### src/rtl/defines_pkg.sv
// defines_pkg: opcodes, widths, stage types and instruction-word layout for SPU-lite
// Shared by spu_regfile and spu_pipes_top; no ports.
package defines_pkg;
    localparam int ADDR_W   = 7;
    localparam int QW_W     = 128;
    localparam int REG_N    = 128;
    localparam int RD_PORTS = 6;

    localparam int    NUM_INS     = 64;
    localparam string EVENINSFILE = "even_ins.txt";
    localparam string ODDINSFILE  = "odd_ins.txt";

    // instruction-word field layout
    localparam int OPC_MSB = 56, OPC_LSB = 46;
    localparam int I18_MSB = 45, I18_LSB = 28;
    localparam int RA_MSB  = 27, RA_LSB  = 21;
    localparam int RB_MSB  = 20, RB_LSB  = 14;
    localparam int RC_MSB  = 13, RC_LSB  = 7;
    localparam int RT_MSB  = 6,  RT_LSB  = 0;

    typedef enum logic [10:0] {
        LNOP    = 11'b00000000001,
        NOP     = 11'b01000000001,
        A       = 11'b00011000000,
        SF      = 11'b00001000000,
        AND     = 11'b00011000001,
        OR      = 11'b00001000001,
        XOR     = 11'b01001000001,
        AI      = 11'b00011100000,
        IL      = 11'b01000000100,
        SHLQBYI = 11'b00111111111,
        ROTQBYI = 11'b00111111100,
        BR      = 11'b00110010000,
        BRA     = 11'b00110000000
    } Opcodes;

    typedef struct packed {
        Opcodes            opc;
        logic [ADDR_W-1:0] ra;
        logic [ADDR_W-1:0] rb;
        logic [ADDR_W-1:0] rc;
        logic [ADDR_W-1:0] rt;
        logic [6:0]        i7;
        logic [9:0]        i10;
        logic [15:0]       i16;
    } issue_t;

    typedef struct packed {
        logic              we;
        logic [ADDR_W-1:0] rt;
        logic [0:QW_W-1]   res;
    } stage_t;

    function automatic issue_t idle_iss(input Opcodes op);
        idle_iss = '0;
        idle_iss.opc = op;
    endfunction

    // Only one result age is ever in flight, so the odd stage simply outranks the even one.
    function automatic logic [0:QW_W-1] fwd(input logic [ADDR_W-1:0] a, input logic [0:QW_W-1] rf,
                                            input stage_t e, input stage_t o);
        return (o.we && o.rt == a) ? o.res : (e.we && e.rt == a) ? e.res : rf;
    endfunction
endpackage

### src/rtl/spu_regfile.sv
// spu_regfile: 128 x 128-bit register file, 6 combinational reads, 2 writes, async clear
// Ports: clk, rst_n (async active-low clear), i_rd_addr/o_rd_data (6 read ports),
//        i_we_e/i_wa_e/i_wd_e (even write), i_we_o/i_wa_o/i_wd_o (odd write, wins on collision).
module spu_regfile
    import defines_pkg::*;
(
    input  logic              clk,
    input  logic              rst_n,
    input  logic [ADDR_W-1:0] i_rd_addr [RD_PORTS],
    output logic [0:QW_W-1]   o_rd_data [RD_PORTS],
    input  logic              i_we_e,
    input  logic [ADDR_W-1:0] i_wa_e,
    input  logic [0:QW_W-1]   i_wd_e,
    input  logic              i_we_o,
    input  logic [ADDR_W-1:0] i_wa_o,
    input  logic [0:QW_W-1]   i_wd_o
);
    logic [0:QW_W-1] regs [REG_N];

    // odd write placed last so it takes the entry when both target the same register
    always_ff @(posedge clk or negedge rst_n) begin
        if (!rst_n) begin
            for (int i = 0; i < REG_N; i++) regs[i] <= '0;
        end else begin
            if (i_we_e) regs[i_wa_e] <= i_wd_e;
            if (i_we_o) regs[i_wa_o] <= i_wd_o;
        end
    end

    always_comb for (int i = 0; i < RD_PORTS; i++) o_rd_data[i] = regs[i_rd_addr[i]];
endmodule

### src/rtl/spu_pipes_top.sv
// spu_pipes_top: SPU-lite dual-issue execute core (even ALU pipe, odd byte-shift/branch pipe)
// Ports: clk, rst (async active-low), opcode_ep/opcode_op, r{a,b,c,t}_addr_{ep,op},
//        in_I{7,8,10,16,18}{e,o} immediates, PC_in (current pair PC), PC_out (registered next PC).
module spu_pipes_top
    import defines_pkg::*;
(
    input  logic              clk,
    input  logic              rst,
    input  Opcodes            opcode_ep,
    input  Opcodes            opcode_op,
    input  logic [ADDR_W-1:0] ra_addr_ep,
    input  logic [ADDR_W-1:0] rb_addr_ep,
    input  logic [ADDR_W-1:0] rc_addr_ep,
    input  logic [ADDR_W-1:0] rt_addr_ep,
    input  logic [ADDR_W-1:0] ra_addr_op,
    input  logic [ADDR_W-1:0] rb_addr_op,
    input  logic [ADDR_W-1:0] rc_addr_op,
    input  logic [ADDR_W-1:0] rt_addr_op,
    input  logic [6:0]        in_I7e,
    input  logic [7:0]        in_I8e,
    input  logic [9:0]        in_I10e,
    input  logic [15:0]       in_I16e,
    input  logic [17:0]       in_I18e,
    input  logic [6:0]        in_I7o,
    input  logic [7:0]        in_I8o,
    input  logic [9:0]        in_I10o,
    input  logic [15:0]       in_I16o,
    input  logic [17:0]       in_I18o,
    input  logic [0:31]       PC_in,
    output logic [0:31]       PC_out
);
    issue_t            r_iss_e, r_iss_o;
    stage_t            r_stg_e, r_stg_o;
    logic [0:31]       r_pc;
    logic [ADDR_W-1:0] w_rd_addr [RD_PORTS];
    logic [0:QW_W-1]   w_rd_data [RD_PORTS];
    logic [0:QW_W-1]   w_ra_e, w_rb_e, w_ra_o, w_res_e, w_res_o, w_shl, w_rot;
    logic [0:2*QW_W-1] w_dbl;
    logic [31:0]       w_i10e, w_i16e;
    logic [0:31]       w_off, w_pc_nxt;
    logic              w_we_e, w_we_o, w_unused;

    always_ff @(posedge clk or negedge rst) begin
        if (!rst) begin
            r_iss_e <= idle_iss(NOP);
            r_iss_o <= idle_iss(LNOP);
            r_pc    <= '0;
            r_stg_e <= '0;
            r_stg_o <= '0;
            PC_out  <= '0;
        end else begin
            r_iss_e <= '{opcode_ep, ra_addr_ep, rb_addr_ep, rc_addr_ep, rt_addr_ep, in_I7e, in_I10e, in_I16e};
            r_iss_o <= '{opcode_op, ra_addr_op, rb_addr_op, rc_addr_op, rt_addr_op, in_I7o, in_I10o, in_I16o};
            r_pc    <= PC_in;
            r_stg_e <= '{w_we_e, r_iss_e.rt, w_res_e};
            r_stg_o <= '{w_we_o, r_iss_o.rt, w_res_o};
            PC_out  <= w_pc_nxt;
        end
    end

    assign w_rd_addr = '{r_iss_e.ra, r_iss_e.rb, r_iss_e.rc, r_iss_o.ra, r_iss_o.rb, r_iss_o.rc};

    spu_regfile u_regfile (
        .clk       (clk),
        .rst_n     (rst),
        .i_rd_addr (w_rd_addr),
        .o_rd_data (w_rd_data),
        .i_we_e    (r_stg_e.we),
        .i_wa_e    (r_stg_e.rt),
        .i_wd_e    (r_stg_e.res),
        .i_we_o    (r_stg_o.we),
        .i_wa_o    (r_stg_o.rt),
        .i_wd_o    (r_stg_o.res)
    );

    // the stage registers hold results one edge ahead of the register file
    assign w_ra_e = fwd(r_iss_e.ra, w_rd_data[0], r_stg_e, r_stg_o);
    assign w_rb_e = fwd(r_iss_e.rb, w_rd_data[1], r_stg_e, r_stg_o);
    assign w_ra_o = fwd(r_iss_o.ra, w_rd_data[3], r_stg_e, r_stg_o);

    assign w_i10e = {{22{r_iss_e.i10[9]}}, r_iss_e.i10};
    assign w_i16e = {{16{r_iss_e.i16[15]}}, r_iss_e.i16};
    assign w_we_e = r_iss_e.opc inside {A, SF, AND, OR, XOR, AI, IL};

    for (genvar k = 0; k < 4; k++) begin : g_word
        logic [31:0] w_a, w_b;
        assign w_a = w_ra_e[32*k +: 32];
        assign w_b = w_rb_e[32*k +: 32];
        assign w_res_e[32*k +: 32] = r_iss_e.opc == A   ? w_a + w_b :
                                     r_iss_e.opc == SF  ? w_b - w_a :
                                     r_iss_e.opc == AND ? w_a & w_b :
                                     r_iss_e.opc == OR  ? w_a | w_b :
                                     r_iss_e.opc == XOR ? w_a ^ w_b :
                                     r_iss_e.opc == AI  ? w_a + w_i10e :
                                     r_iss_e.opc == IL  ? w_i16e : '0;
    end

    // rotate: shift a doubled copy and keep the upper quadword
    assign w_dbl   = {w_ra_o, w_ra_o} << {r_iss_o.i7[3:0], 3'b000};
    assign w_rot   = w_dbl[0:QW_W-1];
    assign w_shl   = r_iss_o.i7[4] ? '0 : w_ra_o << {r_iss_o.i7[3:0], 3'b000};
    assign w_we_o  = r_iss_o.opc inside {SHLQBYI, ROTQBYI};
    assign w_res_o = r_iss_o.opc == SHLQBYI ? w_shl : w_rot;

    assign w_off    = {{14{r_iss_o.i16[15]}}, r_iss_o.i16, 2'b00};
    assign w_pc_nxt = r_iss_o.opc == BR  ? r_pc + w_off :
                      r_iss_o.opc == BRA ? w_off : r_pc + 32'd4;

    assign w_unused = ^{in_I8e, in_I18e, in_I8o, in_I18o, r_iss_e.i7, r_iss_o.i10, r_iss_o.i7[6:5],
                        w_rd_data[2], w_rd_data[4], w_rd_data[5]};
endmodule

### config.mk
export PLATFORM = sky130hd
export DESIGN_NAME = spu_pipes_top
export DESIGN_NICKNAME = d
export VERILOG_FILES = /design/src/rtl/defines_pkg.sv /design/src/rtl/spu_regfile.sv /design/src/rtl/spu_pipes_top.sv
export SDC_FILE = /design/constraint.sdc
export NUM_CORES = 1
export LEC_CHECK = 0
export ABC_AREA = 1
export CAP_MARGIN = 15
export CORE_MARGIN = 4
export CORE_UTILIZATION = 39
export DETAILED_ROUTE_END_ITERATION = 12
export PLACE_DENSITY = 0.84
export REMOVE_ABC_BUFFERS = 1
export SYNTH_ARGS = -nofsm -noshare
export SYNTH_HDL_FRONTEND = slang
export SYNTH_SLANG_ARGS = --single-unit
export TNS_END_PERCENT = 1
### constraint.sdc
create_clock -name clk -period 2.19 [get_ports clk]
set_clock_uncertainty 0.05 [all_clocks]
set_input_delay 0.438 -clock clk [delete_from_list [all_inputs] [get_ports clk]]
set_output_delay 0.438 -clock clk [all_outputs]
set_load 0.02 [all_outputs]
### Cell sizes after repair, run 1

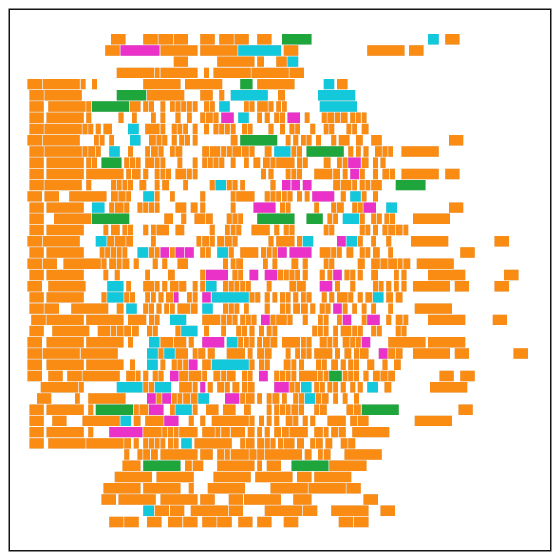
| colour | size | cells |
|---|---|---|
| cyan | drive 3 to 4 | 49 |
| magenta | drive 2 | 42 |
| orange | drive 1 or less | 869 |
| green | drive 6 and up | 16 |
Non-clk bufs: 127
Final Worst Setup Slack: 87.4 ps
area added between synthesis and finish: 30.9%

### Signal wires on met2, run 1

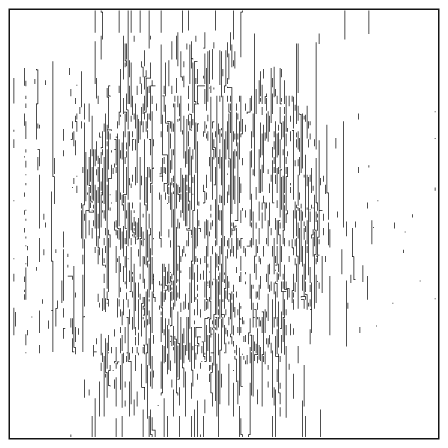
nets with wire on the layer: 832
main direction: vertical
longest straight run: 61.9 um
share of all routed wire: 45%
wire length on this layer: 7130 um

### Cell classes on the final placement, run 1

The bar under the picture is 50 um long. Fill, decap, tap and diode cells in grey.
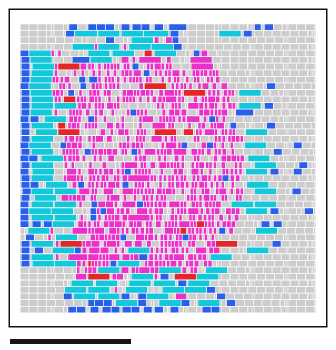
| colour | class | cells | share of their area |
|---|---|---|---|
| cyan | flops | 91 | 31% |
| blue | other buffers and delay cells | 127 | 16% |
| magenta | all other logic | 742 | 49% |
| red | clock drivers and dummy loads | 16 | 3.9% |
core outline area: 14600 um^2
row count: 44
Post-Layout Inst Area: 7700 um^2

==> run 1: sequential cells by signal, summed over array words and instances, names as in the netlist <==
signal,count
PC_out,32
r_pc,32
r_iss_o,27
==> run 1: critical path, stage by stage, from the launching register on <==
cell	delay [ps]
dfrtp_1	380
ha_1	230
fa_2	380
nand3_1	120
nand3_2	120
nand2_1	80
nand2_1	60
nand2_1	70
nand2_2	80
or2_2	280
nand3_1	60
o21ai_1	60
==> run 1: power by group <==
group          switching (mW)  internal, mW
combinational           0.562         0.443
clock                   0.675         0.818
sequential             0.0707          1.77
==> run 1: synthesized netlist by cell type (all sizes together) <==
cell / number
o21ai: 36
dfrtp: 90
a21oi: 36
nand4: 12
nor2: 94
or3: 1
o21bai: 9
buf: 6
or2: 3
nor4: 1
o22ai: 1
nor3: 3
o21a: 2
and2: 3
and3: 1
clkbuf: 5
a21o: 2
inv: 119
a31oi: 1
nand3b: 8
a22oi: 1
xor2: 8
nand2: 311
xnor2: 5
fa: 1
dfstp: 1
ha: 30
nand3: 54
==> run 1: per-layer routing <==
layer	part of all wire [%]	wire [um]	vias to the layer above	track usage, %
met5	0	0	-	0
li1	-	-	2908	-
met4	3.8	602	0	8.71
met1	44	7090	2553	26.2
met2	45	7130	209	31.4
met3	7.0	1110	35	3.37
==> run 1: cell families (layout without fill, tap and decap cells) <==
logic type               count (synthesis)  after routing  synth area share [%]
XOR/XNOR                                13             13                  1.93
AND/OR/NAND/NOR                        491            491                  35.5
flip-flops                              91             91                  38.7
buffers and inverters                  130            262                  9.04
AND-OR/OR-AND                           88             88                  8.12
adder cells (fa/ha/maj)                 31             31                  6.72
==> run 1: timing repair <==
item,CTS,global route
hold buffers,1,0
setup endpoints to repair,5,15
endpoints found under the hold margin,29,0
buffers inserted,0,3
gates resized,2,37
==> flow_metrics.rpt, run 1 <==
==== FLOW RESULTS ====
----------------------------------------------------
[Cells and area]
  Registers ........................ between 90 and 100
  Most frequent cells in the layout ........................ nand2_1 (303), inv_1 (117), clkdlybuf4s50_1 (91)
  Number of fill cells in the layout ........................ about 1400
  Layout non-clock buf frac ........................ between 15 and 20%
  Ratio of cells with drive above 1 in the final layout ........................ between 10% and 20%
  Final instance count without filler cells ........................ 1160
  Count of multi-input combinational gates ........................ slightly above 600
  Clock buffers ........................ 11
  Combinational gate area ........................ 3230 um^2
  Non-CTS inverters ........................ 119
  ClkCell Share ........................ 3.74%
  Largest cell class by area ........................ logic gates
  Total inserted antenna cells ........................ 0
  Post-route core utilization ........................ about 53%
  Final nets ........................ roughly 1200
  Sequential share of cell area ........................ slightly below 30%
  Register cell area after layout ........................ 2280 um^2
  Most used logic cell in the final layout ........................ nand2_1
  Proportion of cell area occupied by multi-input gates ........................ a little over two fifths

[Status]
  Status ........................ finished, final reports clean

[STA]
  Hold Worst Slack ........................ 427 ps
  Number of pins with negative max-slew slack in the final report ........................ 0
  Final number of setup-violating endpoints ........................ 0
  RSZ-0062 raised after global routing ........................ yes
  Transition time of the tightest slew-check pin ........................ 408 ps
  Normalized max-slew margin ........................ between 70 and 80%
  Setup TNS Final ........................ 0 ps
  Hold Violations, Final ........................ 0
  Minimum period implied by the final worst setup slack ........................ approximately 2100 ps
  Share of the cycle needed by the critical path after routing ........................ slightly below 100%
  Highest attainable clock frequency ........................ about 480 MHz

[Drt]
  Drt wl/cell ........................ 13.7 um
  Number of nets with antenna violations after routing ........................ 0
  First-pass iteration count of the detailed router ........................ 5
  DRC errors left ........................ 0
  Final wirelength ........................ about 16 mm
  Iter 0 DRT Violations ........................ roughly 440
  Via total after detailed routing ........................ ~5700
  Via count normalized by instance count ........................ 4.92

[Placed design]
  Pre-CTS worst setup slack ........................ -39.6 ps
  Final Wtd Congestion ........................ between 0.9 and 1
  Port bufs ........................ 92
  Dpl cell area ........................ 7210 um^2
  Cell total after placement ........................ roughly 1100
  Placed wire-length estimate ........................ about 13 mm

[Critical path]
  Crit path required time ........................ about 2400 ps
  Critical Path End Type ........................ register
  Worst reg-to-reg path cell count ........................ 11
  Launching element type of the critical path ........................ register
  Reg2Reg Setup Slack ........................ 90 ps
  Critical R2R Launch ........................ r_iss_o[0]
  Crit Path Class ........................ register to register
  CP Launch Point ........................ r_iss_o[0]
  Highest net fanout along the worst path ........................ 4
  Reg-to-reg endpoint ........................ PC_out[19]
  Endpoint of the most critical setup path ........................ PC_out[19]
  Worst EP arrival ........................ around 2300 ps

[Floorplan]
  Die Area ........................ around 17000 um^2
  I/O pin count ........................ between 200 and 300
  Fraction of the core area occupied by cells at floorplan ........................ between 40% and 50%
  Tap cell count ........................ 184
  Overall die height ........................ between 100 and 150 um
  Die W ........................ between 100 and 150 um

[Logic synthesis]
  Cell count in the Yosys report ........................ 844
  Unique cell type count in the Yosys netlist ........................ ~40
  Number of warning messages in the yosys log ........................ 0
  Post-synthesis chip area from yosys ........................ 5880 um^2
  Portion of the post-synthesis area used by sequential elements ........................ 38.7%
  Flop and latch count out of synthesis ........................ 91
  Yosys top cell area share ........................ about two fifths
  Top cells by area, synth ........................ dfrtp_1 (38%), nand2_1 (20%), inv_1 (7.5%), ha_1 (6.4%), nor2_1 (5.3%)
  Gate count of the mapped netlist ........................ roughly 840
  Cell area after synthesis ........................ approximately 5900 um^2
  Average footprint of a synthesized cell ........................ 6.97 um^2
  Cell taking the most area after synthesis ........................ dfrtp_1

[GRT]
  First-pass GRT wire length ........................ 26.1 mm
  Total global routing track utilization ........................ 19.6%
  Number of antenna violations at the first check in global routing ........................ 0
  Total grt overflow ........................ 0
  Pin count of the biggest net entering global routing ........................ 39
  Via count of the first global-routing pass ........................ about 5400

[Clock network]
  Clock-pin slew reported for the worst setup and hold paths after clock tree synthesis ........................ approximately 70 ps
  H-tree levels ........................ 3
  Root Driver ........................ clkbuf_16
  Insertion delay to the later sink of the worst-skew pair ........................ ~360 ps
  Clock Tree Buf Depth ........................ 2
  Clock tree from TritonCTS ........................ built
  Total number of clock tree sinks ........................ between 90 and 100
  CTS buffer count ........................ 9

[Pwr]
  Maximum VDD drop ........................ approximately 0.46 mV
  Leakage dissipation ........................ ~4 nW
  Total power draw ........................ around 4.3 mW
  Power density cells ........................ about 560 nW/um^2

[Worst hold path]
  Worst min-delay path category ........................ register to register
  Worst hold path cell count ........................ 2
  Hold Startpoint ........................ r_pc[31]
  End point of the most critical hold path ........................ PC_out[31]

[Run]
  Stage-log warning count ........................ a little under 200
  Max-cap viol count ........................ 0

----------------------------------------------------
==> run 2, diff against run 1 <==
--- a/config.mk
+++ b/config.mk
@@ -9,9 +9,11 @@
 export CAP_MARGIN = 15
 export CORE_MARGIN = 4
 export CORE_UTILIZATION = 39
+export CTS_CLUSTER_DIAMETER = 50
 export DETAILED_ROUTE_END_ITERATION = 12
 export PLACE_DENSITY = 0.84
 export REMOVE_ABC_BUFFERS = 1
+export SETUP_SLACK_MARGIN = 0.02
 export SYNTH_ARGS = -nofsm -noshare
 export SYNTH_HDL_FRONTEND = slang
 export SYNTH_SLANG_ARGS = --single-unit
### Signal wires on met2, run 2

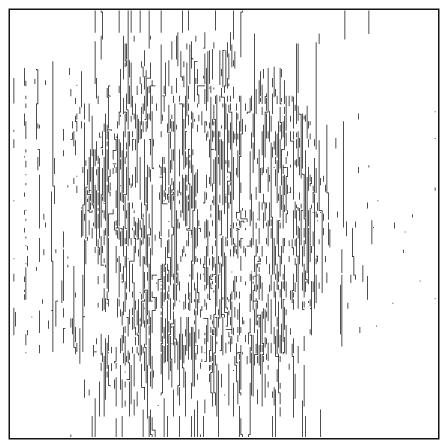
nets with wire on the layer: 833
share of all routed wire: 45%
longest straight run: 64.6 um
wire length on this layer: 7200 um

==> run 2 against run 1 <==
Against the previous run: cell count did not move; register-to-register slack improved by 40 ps; clock power barely moved; utilization rose by 0.34 points; area after synthesis did not move; sequential power barely moved; sequential share of layout area fell by 0.19 points; power rose by 0.17%; routed wire length rose by 0.41%; non-clock buffer count did not move; maximum frequency rose by 1.7%; die size did not move; critical path type unchanged; critical endpoint is now PC_out[4]; largest power group unchanged; highest routed layer unchanged.
==> flow_metrics.rpt, run 2 <==
==== FLOW RESULTS ====
----------------------------------------------------
[Status]
  Status ........................ finished, final reports clean

[Cells and area]
  Post-route core utilization ........................ 52.9% (+0.34 points)
  Total inserted antenna cells ........................ 0 (unchanged)
  Combinational gate area ........................ 3280 um^2 (+1.5%)
  Number of fill cells in the layout ........................ 1402 (-0.92%)
  Ratio of cells with drive above 1 in the final layout ........................ 11.9% (+0.92 points)
  Area added between synthesis and finish ........................ 31.7%
  Final instance count without filler cells ........................ 1160 (unchanged)
  Register cell area after layout ........................ 2280 um^2 (unchanged)
  Final nets ........................ 1232 (unchanged)
  Biggest regs ........................ PC_out x32, r_pc x32, r_iss_o x27
  Post-Layout Inst Area ........................ 7750 um^2 (+0.65%)
  Most used logic cell in the final layout ........................ nand2_1
  Most frequent cells in the layout ........................ nand2_1 (301), inv_1 (117), clkdlybuf4s50_1 (91)

[Logic synthesis]
  Top cells by area, synth ........................ dfrtp_1 (38%), nand2_1 (20%), inv_1 (7.5%), ha_1 (6.4%), nor2_1 (5.3%)
  Commonest cells in the synthesized netlist ........................ nand2_1 (307), inv_1 (117), dfrtp_1 (90)
  Gate count of the mapped netlist ........................ 844 (unchanged)
  Dominant cell by count in the synthesized netlist ........................ nand2_1
  Average footprint of a synthesized cell ........................ 6.97 um^2 (unchanged)
  Post-synthesis chip area from yosys ........................ 5880 um^2 (unchanged)
  Async SR Flop Fraction ........................ 100% (unchanged)
  Cell count in the Yosys report ........................ 844 (unchanged)
  Flop and latch count out of synthesis ........................ 91 (unchanged)
  Unique cell type count in the Yosys netlist ........................ 40 (unchanged)
  Cell area after synthesis ........................ 5880 um^2 (unchanged)
  Yosys top cell area share ........................ 38.3% (unchanged)
  Cell taking the most area after synthesis ........................ dfrtp_1
  Count of flip-flops with a built-in enable after synthesis ........................ 0 (unchanged)
  Number of warning messages in the yosys log ........................ 0 (unchanged)
  Primary flip-flop cell chosen by synthesis mapping ........................ dfrtp_1
  Portion of the post-synthesis area used by sequential elements ........................ 38.7% (unchanged)

[STA]
  Setup TNS Final ........................ 0 ps (unchanged)
  Highest attainable clock frequency ........................ 484 MHz (+1.7%)
  Hold Worst Slack ........................ 428 ps (+0.990 ps)
  Normalized max-slew margin ........................ 73.5% (+0.65 points)
  Number of pins with negative max-slew slack in the final report ........................ 0 (unchanged)
  RSZ-0062 raised after global routing ........................ yes
  Minimum period implied by the final worst setup slack ........................ 2070 ps (-35.4 ps)
  Final number of setup-violating endpoints ........................ 0 (unchanged)
  Share of the cycle needed by the critical path after routing ........................ 94.4% (-1.6 points)
  Final Worst Setup Slack ........................ 123 ps (+35.4 ps)
  Hold Violations, Final ........................ 0 (unchanged)
  Transition time of the tightest slew-check pin ........................ 394 ps (-13.4 ps)

[Drt]
  Number of nets with antenna violations after routing ........................ 0 (unchanged)
  Drt wl/cell ........................ 13.8 um (+0.41%)
  DRC errors left ........................ 0 (unchanged)
  Via total after detailed routing ........................ 5710 (+0.088%)
  Via count normalized by instance count ........................ 4.92 (about the same)
  Iter 0 DRT Violations ........................ 395 (-10%)
  First-pass iteration count of the detailed router ........................ 5 (unchanged)
  Final wirelength ........................ 16.0 mm (+0.41%)

[Worst hold path]
  Worst hold path cell count ........................ 2 (unchanged)
  End point of the most critical hold path ........................ PC_out[31]
  Hold Startpoint ........................ r_pc[31]
  Worst min-delay path category ........................ register to register

[Floorplan]
  Row count ........................ 44 (unchanged)
  Fraction of the core area occupied by cells at floorplan ........................ 40.2% (unchanged)
  Die W ........................ 131 um (unchanged)
  Core outline area ........................ 14600 um^2 (unchanged)
  Die Area ........................ 17100 um^2 (unchanged)
  Overall die height ........................ 131 um (unchanged)
  I/O pin count ........................ 262 (unchanged)

[Clock network]
  Insertion delay to the later sink of the worst-skew pair ........................ 350 ps (about the same)
  CTS buffer count ........................ 9 (unchanged)
  Root Driver ........................ clkbuf_16
  Clock-pin slew reported for the worst setup and hold paths after clock tree synthesis ........................ 60 ps (about the same)
  Clock Tree Buf Depth ........................ 2 (unchanged)
  H-tree levels ........................ 3 (unchanged)
  Total number of clock tree sinks ........................ 91 (unchanged)
  Clock tree from TritonCTS ........................ built

[GRT]
  Total grt overflow ........................ 0 (unchanged)
  Number of antenna violations at the first check in global routing ........................ 0 (unchanged)
  Via count of the first global-routing pass ........................ 5447 (unchanged)
  Total global routing track utilization ........................ 19.6% (unchanged)
  Pin count of the biggest net entering global routing ........................ 39 (unchanged)
  First-pass GRT wire length ........................ 26.1 mm (unchanged)

[Placed design]
  Port bufs ........................ 92 (unchanged)
  Cell total after placement ........................ 1140 (unchanged)
  Pre-CTS worst setup slack ........................ -39.6 ps (unchanged)
  Placed wire-length estimate ........................ 12.7 mm (unchanged)
  Dpl cell area ........................ 7210 um^2 (unchanged)
  Final Wtd Congestion ........................ 0.940 (unchanged)

[Critical path]
  Highest net fanout along the worst path ........................ 7 (+3)
  Reg2Reg Setup Slack ........................ 120 ps (+40 ps)
  Worst reg-to-reg path cell count ........................ 11 (unchanged)
  Critical Path End Type ........................ register
  Crit Path Class ........................ register to register
  Crit path required time ........................ 2380 ps (about the same)
  Reg-to-reg endpoint ........................ PC_out[4]
  Critical R2R Launch ........................ r_iss_o[15]
  Worst EP arrival ........................ 2260 ps (-30 ps)
  Launching element type of the critical path ........................ register

[Pwr]
  Maximum VDD drop ........................ 0.464 mV (about the same)
  Power density cells ........................ 561 nW/um^2 (-0.48%)
  Total power draw ........................ 4.35 mW (+0.17%)
  Leakage dissipation ........................ 3.89 nW (about the same)

[Run]
  Max-cap viol count ........................ 0 (unchanged)
  Stage-log warning count ........................ 196 (+0.51%)

----------------------------------------------------
## run 2: cell counts after synthesis
Identical to the previous run, type by type.
## run 2: worst max-delay path by stage
stage                start          to  depth (start not counted)
2_1_floorplan  r_iss_o[62]  PC_out[24]                          8
3_3_place_gp    r_iss_o[0]  PC_out[19]                         11
3_5_place_dp    r_iss_o[0]  PC_out[19]                         11
4_1_cts         r_iss_o[0]  PC_out[19]                         11
5_1_grt        r_iss_o[15]   PC_out[4]                         11
6_report       r_iss_o[15]   PC_out[4]                         11
## run 2: layer usage
layer  GRT usage (%)  wire, um  vias to the layer above
met3            3.37      1130                       33
li1                -         -                     2910
met2            31.4      7200                      180
met5               0         0                        -
met1            26.2      7100                     2587
met4            8.71       567                        0
## run 2: where the power goes
part           switching (mW)  internal [mW]  leakage, nW
Clock                   0.667          0.818        0.139
Sequential             0.0731           1.77         1.06
Combinational           0.568          0.452         2.70
Total                    1.31           3.04         3.89
## run 2: worst max-delay path: stages (launching register included)
cell,delay [ps]
dfrtp_4,490
buf_4,180
ha_2,380
nand2_1,110
nor2_2,200
nand2_1,80
nand2_1,100
nand2_1,90
nand3_1,90
nand2_1,50
nand3_1,60
nand2_1,60
## run 2: final cells by class
class	count	area share (%)
Sequential cell	91	29.4
Clock inverter	5	0.581
Tap cell	184	2.97
Timing Repair Buffer	127	15.8
Clock buffer	11	3.13
Inverter	119	5.76
Multi-Input combinational cell	623	42.4
## run 2: what timing repair did
item | CTS | global route
setup endpoints to repair | 6 | 18
hold endpoints to repair | 29 | 0
hold buffers | 1 | 0
gates resized | 2 | 47
buffers inserted | 0 | 3
## run 2: logic make-up after synthesis
group                      share of synthesized area, %
xor gates and xnor gates                           1.93
AOI/OAI and AO/OA                                  8.12
buffers and inverters                              9.04
DFF                                                38.7
adders and majority gates                          6.72
and+or+nand+nor                                    35.5
==> run 3, diff against run 2 <==
--- a/config.mk
+++ b/config.mk
@@ -9,6 +9,7 @@
 export CAP_MARGIN = 15
 export CORE_MARGIN = 4
 export CORE_UTILIZATION = 39
+export CTS_BUF_LIST = sky130_fd_sc_hd__clkbuf_8
 export CTS_CLUSTER_DIAMETER = 50
 export DETAILED_ROUTE_END_ITERATION = 12
 export PLACE_DENSITY = 0.84
==> constraint.sdc (replaced) <==
create_clock -name clk -period 2.19 [get_ports clk]
set_clock_uncertainty 0.05 [all_clocks]
set_input_delay 0.219 -clock clk [delete_from_list [all_inputs] [get_ports clk]]
set_output_delay 0.219 -clock clk [all_outputs]
set_load 0.02 [all_outputs]
### Cell classes on the final placement, run 3

The bar under the picture is 50 um long. Fill, decap, tap and diode cells in grey.
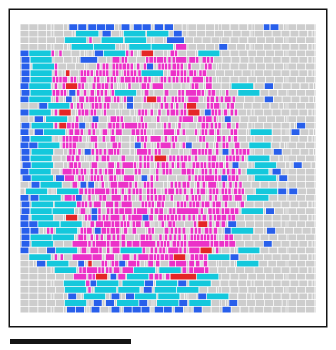
| colour | class | cells | share of their area |
|---|---|---|---|
| blue | other buffers and delay cells | 123 | 16% |
| cyan | flops | 91 | 31% |
| red | clock drivers and dummy loads | 16 | 2.8% |
| magenta | all other logic | 742 | 50% |

==> run 3 against run 2 <==
Against the previous run: count of clock-buffer cells in the layout is 2 lower; area after synthesis stayed put; utilization is 1.7 points lower; synthesized cell count stayed put; power is 7.8% lower; non-clock buffer count is 4 lower; cell count is 0.34% lower; global-route usage is 0.32 points lower; register-to-register slack hardly changed; largest cell class unchanged; highest routed layer unchanged.
==> flow_metrics.rpt, run 3 <==
==== FLOW RESULTS ====
----------------------------------------------------
[STA]
  Final number of setup-violating endpoints ........................ 0 (unchanged)
  Setup TNS Final ........................ 0 ps (unchanged)
  Hold Violations, Final ........................ 0 (unchanged)
  Minimum period implied by the final worst setup slack ........................ 2080 ps (+14.4 ps)
  Share of the cycle needed by the critical path after routing ........................ 95.1% (+0.66 points)
  Hold Worst Slack ........................ 181 ps (-247 ps)
  Final Worst Setup Slack ........................ 108 ps (-14.4 ps)
  Number of pins with negative max-slew slack in the final report ........................ 0 (unchanged)
  RSZ-0062 raised after global routing ........................ yes
  Highest attainable clock frequency ........................ 480 MHz (-0.69%)
  Transition time of the tightest slew-check pin ........................ 534 ps (+139 ps)

[Cells and area]
  Final instance count without filler cells ........................ 1156 (-0.34%)
  Total inserted antenna cells ........................ 0 (unchanged)
  Area added between synthesis and finish ........................ 27.4%
  Biggest regs ........................ PC_out x32, r_pc x32, r_iss_o x27
  Most used logic cell in the final layout ........................ nand2_1
  Ratio of cells with drive above 1 in the final layout ........................ 8.95% (-2.9 points)
  Number of fill cells in the layout ........................ 1401 (-0.071%)
  Final nets ........................ 1228 (-0.32%)
  Most frequent cells in the layout ........................ nand2_1 (303), inv_1 (117), clkdlybuf4s50_1 (91)

[Logic synthesis]
  Async SR Flop Fraction ........................ 100% (unchanged)
  Post-synthesis chip area from yosys ........................ 5880 um^2 (unchanged)
  Post-synthesis share of cell area spent on and, or, nand and nor gates ........................ 35.5% (unchanged)
  Post-synthesis compound-gate area fraction ........................ 8.12% (unchanged)
  Count of flip-flops with a built-in enable after synthesis ........................ 0 (unchanged)
  Top cells by area, synth ........................ dfrtp_1 (38%), nand2_1 (20%), inv_1 (7.5%), ha_1 (6.4%), nor2_1 (5.3%)
  Xor/xnor share ........................ 1.93% (unchanged)
  Flop and latch count out of synthesis ........................ 91 (unchanged)
  Commonest cells in the synthesized netlist ........................ nand2_1 (307), inv_1 (117), dfrtp_1 (90)
  Cell area after synthesis ........................ 5880 um^2 (unchanged)
  Gate count of the mapped netlist ........................ 844 (unchanged)
  Number of warning messages in the yosys log ........................ 0 (unchanged)
  Primary flip-flop cell chosen by synthesis mapping ........................ dfrtp_1
  Dominant kind of combinational cell ........................ simple AND/OR/NAND/NOR gates
  Post-synthesis adder-cell area fraction ........................ 6.72% (unchanged)
  Portion of the post-synthesis area used by sequential elements ........................ 38.7% (unchanged)
  Average footprint of a synthesized cell ........................ 6.97 um^2 (unchanged)

[Status]
  Status ........................ finished, final reports clean

[Drt]
  Iter 0 DRT Violations ........................ 369 (-6.6%)
  First-pass iteration count of the detailed router ........................ 5 (unchanged)
  Number of nets with antenna violations after routing ........................ 0 (unchanged)
  Final wirelength ........................ 16.1 mm (+0.57%)
  Via total after detailed routing ........................ 5673 (-0.65%)

[Floorplan]
  Row count ........................ 44 (unchanged)
  Die Area ........................ 17100 um^2 (unchanged)
  Fraction of the core area occupied by cells at floorplan ........................ 40.2% (unchanged)
  I/O pin count ........................ 262 (unchanged)

[Pwr]
  Maximum VDD drop ........................ 0.396 mV (-15%)
  Share of power burned in registers ........................ 45.9% (+3.5 points)
  P_int ........................ 2.74 mW (-9.8%)
  Switching power as a share of total power ........................ 31.6% (+1.5 points)
  Leakage dissipation ........................ 3.85 nW (-1.1%)

[Worst hold path]
  Worst min-delay path category ........................ input pin to register

[GRT]
  Via count of the first global-routing pass ........................ 5237 (-3.9%)
  First-pass GRT wire length ........................ 25.4 mm (-2.5%)
  Total global routing track utilization ........................ 19.3% (-0.32 points)
  Number of antenna violations at the first check in global routing ........................ 0 (unchanged)
  Total grt overflow ........................ 0 (unchanged)
  Pin count of the biggest net entering global routing ........................ 54 (+38%)

[Placed design]
  Pre-CTS worst setup slack ........................ -21.2 ps (+18.4 ps)
  Placed wire-length estimate ........................ 12.9 mm (+1.5%)
  Port bufs ........................ 92 (unchanged)

[Clock network]
  Total number of clock tree sinks ........................ 91 (unchanged)
  Clock tree from TritonCTS ........................ built
  Root Driver ........................ clkbuf_8
  CTS buffer count ........................ 9 (unchanged)
  Insertion delay to the later sink of the worst-skew pair ........................ 390 ps (+40 ps)
  Clock Tree Buf Depth ........................ 2 (unchanged)

[Run]
  Stage-log warning count ........................ 195 (-0.51%)
  Max-cap viol count ........................ 0 (unchanged)

[Critical path]
  Worst EP arrival ........................ 2320 ps (+60 ps)
  CP peak stage delay ........................ 400 ps (-90 ps)
  Critical Path End Type ........................ register
  Most frequent cell on the critical path ........................ nand3_1
  Crit path required time ........................ 2430 ps (+50 ps)
  Highest net fanout along the worst path ........................ 4 (-3)

----------------------------------------------------
[run 3: power by group through the flow]
stage	clock network (mW)	logic, mW	registers [mW]
floorplan	0	0.490	1.90
global placement	0	0.922	1.87
detailed placement	0	0.940	1.87
CTS	1.23	0.948	1.83
global route	1.29	1.09	1.85
finish	1.20	0.972	1.84
[run 3: timing repair]
item | in CTS | in global routing
pin swaps | 0 | 2
resized | 2 | 17
hold buffers | 1 | 0
buffers inserted | 0 | 0
hold endpoints to repair | 38 | 0
setup endpoints to repair | 3 | 14
gates cloned | 0 | 0
[run 3: worst paths after layout]
check                             startpoint     endpoint  slack (ps)  cells past startpoint
worst max-delay path              r_iss_o[2]    PC_out[2]         110                      9
worst min-delay path            opcode_op[0]  r_iss_o[61]         180                      1
worst max register to register    r_iss_o[2]    PC_out[2]         110                      9
worst min register to register      r_pc[30]   PC_out[30]         430                      2
max in group asynchronous                rst  r_iss_o[61]        1130                      3
min in group asynchronous                rst    PC_out[9]         290                      2
[run 3: critical path, delay by kind of cell, from the launching register on]
family | cells | cell delay (ps)
adders and majority gates | 1 | 350
DFF | 1 | 400
and+or+nand+nor | 8 | 1180
[run 3: area by class of cell]
type,count,area (um^2),area share [%]
well taps,184,230,3.07
repair buffers,123,1180,15.7
inverters,119,447,5.96
clock inverters,7,82.6,1.10
multi-input cells,623,3160,42.1
clock buffers,9,124,1.65
flip-flops and latches,91,2280,30.4
[run 3: layer usage]
layer / global-route usage, % / part of all wire [%] / wire length (um)
met1: 25.8 / 45 / 7230
met2: 31.0 / 45 / 7290
met3: 3.50 / 7.0 / 1130
met4: 7.99 / 2.8 / 455
met5: 0 / 0 / 0
Power is estimated from default activity; no workload was simulated.
